===== src/rtl/mmc1_pkg.sv =====
// Shared constants for the MMC1 (SxROM) mapper: register-select codes, PRG bank
// modes, mirroring codes and the control register reset value.
package mmc1_pkg;

  // Register targeted by a committing write, taken from cpuaddr[14:13]
  localparam logic [1:0] SEL_CTRL = 2'd0;
  localparam logic [1:0] SEL_CHR0 = 2'd1;
  localparam logic [1:0] SEL_CHR1 = 2'd2;
  localparam logic [1:0] SEL_PRG  = 2'd3;

  // PRG banking modes, ctrl[3:2]
  localparam logic [1:0] PRG_MODE_32K_A    = 2'd0;
  localparam logic [1:0] PRG_MODE_32K_B    = 2'd1;
  localparam logic [1:0] PRG_MODE_FIX_LOW  = 2'd2;
  localparam logic [1:0] PRG_MODE_FIX_HIGH = 2'd3;

  // Nametable mirroring, ctrl[1:0]
  localparam logic [1:0] MIRROR_ONE_LOW  = 2'd0;
  localparam logic [1:0] MIRROR_ONE_HIGH = 2'd1;
  localparam logic [1:0] MIRROR_VERT     = 2'd2;
  localparam logic [1:0] MIRROR_HORZ     = 2'd3;

  // Power-up / bit-7 reset forces PRG mode 3 (last bank fixed high)
  localparam logic [4:0] CTRL_RESET = 5'h0C;

endpackage


===== src/rtl/mmc1_shift.sv =====
// MMC1 serial load port: 5-bit shift register and write counter. Emits a one-cycle
// commit with the assembled value on the fifth accepted serial write.
// Optional MMC1_CONSEC_FILTER_EN drops serial writes on the cputick right after a
// cputick that carried a write (the read-modify-write double store of real MMC1).
module mmc1_shift
  import mmc1_pkg::*;
(
  input  logic       clk,
  input  logic       rst_n,
  input  logic       cputick,
  input  logic       wstb,
  input  logic       data_bit,
  input  logic       reset_bit,
  output logic       clear,
  output logic       commit,
  output logic [4:0] value
);

  logic [4:0] shift_q;
  logic [2:0] cnt_q;
  logic       ser_ok;

`ifdef MMC1_CONSEC_FILTER_EN
  logic prev_wstb_q;

  // Remember whether the most recent CPU bus cycle carried a mapper write
  always_ff @(posedge clk or negedge rst_n) begin
    if (!rst_n) begin
      prev_wstb_q <= 1'b0;
    end else if (cputick) begin
      prev_wstb_q <= wstb;
    end
  end

  assign ser_ok = wstb & ~reset_bit & ~prev_wstb_q;
`else
  logic unused_cputick;
  assign unused_cputick = cputick;
  assign ser_ok = wstb & ~reset_bit;
`endif

  assign clear  = wstb & reset_bit;
  assign value  = {data_bit, shift_q[4:1]};
  assign commit = ser_ok & (cnt_q == 3'd4);

  // Shift in LSB-first; any bit-7 write or a commit restarts the sequence
  always_ff @(posedge clk or negedge rst_n) begin
    if (!rst_n) begin
      shift_q <= 5'd0;
      cnt_q   <= 3'd0;
    end else if (clear || commit) begin
      shift_q <= 5'd0;
      cnt_q   <= 3'd0;
    end else if (ser_ok) begin
      shift_q <= value;
      cnt_q   <= cnt_q + 3'd1;
    end
  end

endmodule


===== src/rtl/mmc1_mapper.sv =====
// MMC1 (SxROM) mapper: decodes serial CPU writes into bank registers and maps
// CPU PRG / PPU CHR addresses to flat ROM offsets for the arbiter.
// Build option: MMC1_CONSEC_FILTER_EN (consecutive-write filter in mmc1_shift).
module mmc1_mapper
  import mmc1_pkg::*;
#(
  parameter int unsigned PRG_W = 21,
  parameter int unsigned CHR_W = 21
) (
  input  logic             clk,
  input  logic             rst_n,
  input  logic             cputick,
  input  logic [15:0]      cpuaddr,
  input  logic [7:0]       cpudata,
  input  logic             cpuwr,
  input  logic [7:0]       prgbanks,
  input  logic [13:0]      ppuaddr,
  output logic [PRG_W-1:0] promaddr,
  output logic [CHR_W-1:0] cromaddr,
  output logic [1:0]       mirror,
  output logic             wramen
);

  logic       wstb;
  logic       clear;
  logic       commit;
  logic [4:0] value;
  logic [4:0] ctrl_q, chr0_q, chr1_q, prg_q;
  logic [7:0] last_bank;
  logic [7:0] prg_bank;
  logic [21:0] prom_full;
  logic [16:0] crom_full;
  logic       unused_bits;

  assign wstb = cputick & cpuwr & cpuaddr[15];

  mmc1_shift u_shift (
    .clk       (clk),
    .rst_n     (rst_n),
    .cputick   (cputick),
    .wstb      (wstb),
    .data_bit  (cpudata[0]),
    .reset_bit (cpudata[7]),
    .clear     (clear),
    .commit    (commit),
    .value     (value)
  );

  // Bank registers: bit-7 reset only touches ctrl; a commit loads one register
  always_ff @(posedge clk or negedge rst_n) begin
    if (!rst_n) begin
      ctrl_q <= CTRL_RESET;
      chr0_q <= 5'd0;
      chr1_q <= 5'd0;
      prg_q  <= 5'd0;
    end else if (clear) begin
      ctrl_q <= ctrl_q | CTRL_RESET;
    end else if (commit) begin
      unique case (cpuaddr[14:13])
        SEL_CTRL: ctrl_q <= value;
        SEL_CHR0: chr0_q <= value;
        SEL_CHR1: chr1_q <= value;
        SEL_PRG:  prg_q  <= value;
        default:  ;
      endcase
    end
  end

  assign last_bank = (prgbanks == 8'd0) ? 8'd0 : prgbanks - 8'd1;

  // 16 KiB PRG bank for the half of 0x8000-0xFFFF selected by cpuaddr[14]
  always_comb begin
    prg_bank = 8'd0;
    unique case (ctrl_q[3:2])
      PRG_MODE_32K_A,
      PRG_MODE_32K_B:    prg_bank = {4'd0, prg_q[3:1], cpuaddr[14]};
      PRG_MODE_FIX_LOW:  prg_bank = cpuaddr[14] ? {4'd0, prg_q[3:0]} : 8'd0;
      PRG_MODE_FIX_HIGH: prg_bank = cpuaddr[14] ? last_bank : {4'd0, prg_q[3:0]};
      default:           prg_bank = 8'd0;
    endcase
  end

  // CHR offset: one 8 KiB bank (chr0 with bit 0 ignored) or two 4 KiB banks
  always_comb begin
    crom_full = 17'd0;
    if (ctrl_q[4]) begin
      crom_full = {(ppuaddr[12] ? chr1_q : chr0_q), ppuaddr[11:0]};
    end else begin
      crom_full = {chr0_q[4:1], ppuaddr[12:0]};
    end
  end

  // No modulo here: the arbiter wraps offsets by the actual ROM size
  assign prom_full = {prg_bank, cpuaddr[13:0]};
  assign promaddr  = PRG_W'(prom_full);
  assign cromaddr  = CHR_W'(crom_full);
  assign mirror    = ctrl_q[1:0];
  assign wramen    = ~prg_q[4];

  assign unused_bits = ^{cpudata[6:1], ppuaddr[13]};

endmodule


===== config.mk =====
export PLATFORM = sky130hd
export DESIGN_NAME = mmc1_mapper
export DESIGN_NICKNAME = d
export VERILOG_FILES = /design/src/rtl/mmc1_pkg.sv /design/src/rtl/mmc1_shift.sv /design/src/rtl/mmc1_mapper.sv
export SDC_FILE = /design/constraint.sdc
export NUM_CORES = 1
export LEC_CHECK = 0
export CORE_UTILIZATION = 38
export DETAILED_ROUTE_END_ITERATION = 10
export PLACE_DENSITY = 0.77
export SLEW_MARGIN = 10
export SYNTH_ARGS = -nofsm -noshare
export SYNTH_HDL_FRONTEND = slang
export SYNTH_SLANG_ARGS = --single-unit

===== constraint.sdc =====
create_clock -name clk -period 2.4 [get_ports clk]
set_input_delay 0.48 -clock clk [delete_from_list [all_inputs] [get_ports clk]]
set_output_delay 0.48 -clock clk [all_outputs]
set_load 0.02 [all_outputs]

==> Changelog: implementation <==
## Flow update

* Yosys reg bits at 27
* Worst reg2reg path endpoint: ctrl_q[1]$_DFFE_PN0P_
* H-tree Lvls at 1
* Leakage at 0.9770 nW
* Critical path endpoint category: output port
* Pwr dens at 572.9 nW/um^2
* Vias in the first global route at 1167
* Post-synth top flop: dfrtp_1
* Drt wl/cell at 14.47 um
* Root Buffer: clkbuf_8
* Met3 WL at 225 um
* Port buffer count at 33
* Die Width at 68.18 um
* Tool Warnings at 35
* Gr usage total at 14.98%
* Worst VDD drop at 0.4255 mV
* Synthesis area per yosys at 1664 um^2
* Gp weighted congestion at 0.7678
* Fraction of registers with async set/reset at 100.0%
* Stages on worst setup path at 5
* Post_cts resized at 49
* Setup CP Type: input pin to output port
* Total gr overflow at 0
* Syn avg cell area at 10.95 um^2
* Simple-Gate Area Share at 10.83%
* Clk_skew at 0.002435 ns
* Commonest non-fill, non-tap cell in the layout: dfrtp_1
* Max Cap Violations at 0
* Vias/cell at 5.143
* Post-route ant nets at 0
* DR DRC count at 0
* Slowest CP cell: clkdlybuf4s50_1
* Met1 Use GR at 15.55%
* CP arrival at 1.89 ns
* Die Y at 68.18 um
* Hold Crit Depth at 1
* Antenna cells at 0
* Synth area leader: dfrtp_1
* Flop2flop setup slack at 0.58 ns
* Fin. Hold Viols at 0
* Net count, final at 229
* Cts bufs inserted at 3
* Clk pin slew, worst setup/hold paths at 0.09 ns
* Dominant combinational family: buffers and inverters
* Pre-CTS WS at -0.8138 ns
* Grt peak-use layer: met2
* Worst hold path type: flip-flop to flip-flop
* RSZ-0062 raised after global routing: no
* FP Rows at 23
* Post-synth EDFFs at 0
* First-pass GRT wire length at 5099 um
* Ys cells at 152
* Count leader, synth: buf_4
* Hold slack at 0.5010 ns
* I/O Pins at 95
* Worst Setup SP: prgbanks[7]
* Design Power at 1.166 mW
* Mux area share at 16.92%
* CP Data Required Time at 1.92 ns
* Synth Area in Adders at 3.008%
* P_int at 0.8079 mW
* M3 GR Usage at 2.833%
* Final TNS setup at 0 ns
* Initial antenna violation count at 0
* Highest net fanout along the worst path at 2
* Most instantiated logic cells after routing: dfrtp_1 (25), buf_4 (16), mux2_2 (15)
* Clk_lat worst skew at 0.27 ns
* Core area at 4115 um^2
* Net Sw Frac at 30.69%
* Max-area cell share at 37.59%
* Tcrit/Tclk final at 98.64%
* Hold path endpoint: ctrl_q[0]$_DFFE_PN0P_
* CTS sink cnt at 27
* Clock network power share at 21.9%
* Status: finished, final reports clean
* Netlist cell types at 33
* Area contributors post-synth: dfrtp_1 (38%), buf_4 (14%), mux2_2 (10%)
* HPWL after detailed placement at 2364 um
* Hold buffer count at cts at 0
* Post-Syn Instances at 152
* Hold_sp: ctrl_q[0]$_DFFE_PN0P_
* Fmax at 0.4224 GHz
* WL final at 3242 um
* Final setup viols at 0
* Critical Path Start Type: input pin
* Vias post-DR at 1152
* Met2 WL at 1622 um
* Yosys aoi share at 9.699%
* Cell Area, Synth at 1664 um^2
* CTS tree: built
* Largest net degree at the start of global routing at 28
* Slew Viols, Final at 0
* Commonest cells in the synthesized netlist: buf_4 (32), dfrtp_1 (25), mux2_2 (15)
* Worst path top cell family by delay: buffers and inverters
* Placed Cells incl. Taps at 217
* Max stage delay on crit path at 0.55 ns
* Metal1 wirelength at 1327 um
* Worst-case reg-to-reg path depth at 5
* Die area at 4648 um^2
* Ys Warns at 0
* Router iterations before antenna repair at 4
* Postcts setup bufs at 2
* Comb pwr share at 29.8%
* Net Sw Power at 0.3577 mW
* Non-filler instance count after layout at 224
* Sequence of cells on the critical path: clkdlybuf4s50_1 -> nor3b_2 -> or4_4 -> a21oi_2 -> buf_4
* Clock buffer depth at 2
* CP Capture Point: promaddr[20]
* Met2 usage at 28.19%
* Sequential share of power at 48.3%
* Init Core Util at 40.44%
* Start of the worst register-to-register path: u_shift.cnt_q[0]$_DFFE_PN0P_
* Placed cell areas at 1917 um^2
* Synth Seq Share at 40.75%
* Minimum clock period after layout at 2.367 ns
* Max layer used: met4
* Yosys xor share at 1.579%
* Crit path buf inv count at 2
* DRT iter0 DRCs at 38
* Layout cell share with drive strength beyond 1 at 35.63%
## cell type report
cell class | instances | area (um^2)
clock buffers | 3 | 41.29
inverters | 9 | 33.78
flip-flops and latches | 27 | 678.2
repair buffers | 49 | 432.9
fillers | 381 | 2081
clock inverters | 1 | 5.005
well taps | 50 | 62.56
multi-input cells | 85 | 780.7
## state kept, by name, summed over array words and instances, names as in the netlist
name	flops
chr0_q	5
chr1_q	5
ctrl_q	5
prg_q	5
u_shift.shift_q	4
u_shift.cnt_q	3
## power groups by stage
stage | combinational, mW | sequential [mW] | clock [mW]
2_1_floorplan | 0.270 | 0.558 | 0
5_1_grt | 0.381 | 0.572 | 0.278
3_5_place_dp | 0.351 | 0.572 | 0
6_report | 0.347 | 0.563 | 0.256
3_3_place_gp | 0.341 | 0.570 | 0
4_1_cts | 0.342 | 0.563 | 0.268
==> images/cell_classes.png <==
Bar = 20 um.
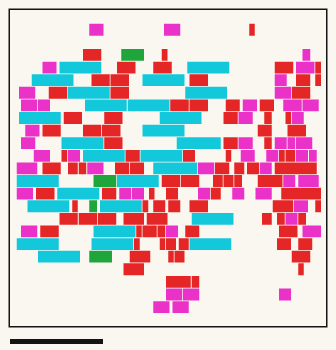
all other logic -> red  # cells 94, share of their area 41%
clock drivers and dummy loads -> green  # cells 4, share of their area 2.3%
flip-flops -> cyan  # cells 27, share of their area 34%
other buffers and delay cells -> magenta  # cells 49, share of their area 22%
Final Util: 49.44%
Design Area, Final: 2034 um^2

==> images/drive_strength.png <==
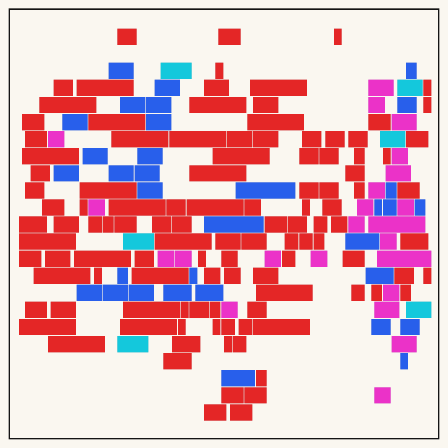
drive 2 -> blue  # cells 33
drive 3 to 4 -> magenta  # cells 23
drive 1 or less -> red  # cells 112
drive 6 and up -> cyan  # cells 6
Worst Slack Setup Final: 0.03271 ns
Layout Area Growth over Synthesis: 22.26%
Non-clock buffers: 49

Power is estimated from default activity; no workload was simulated.
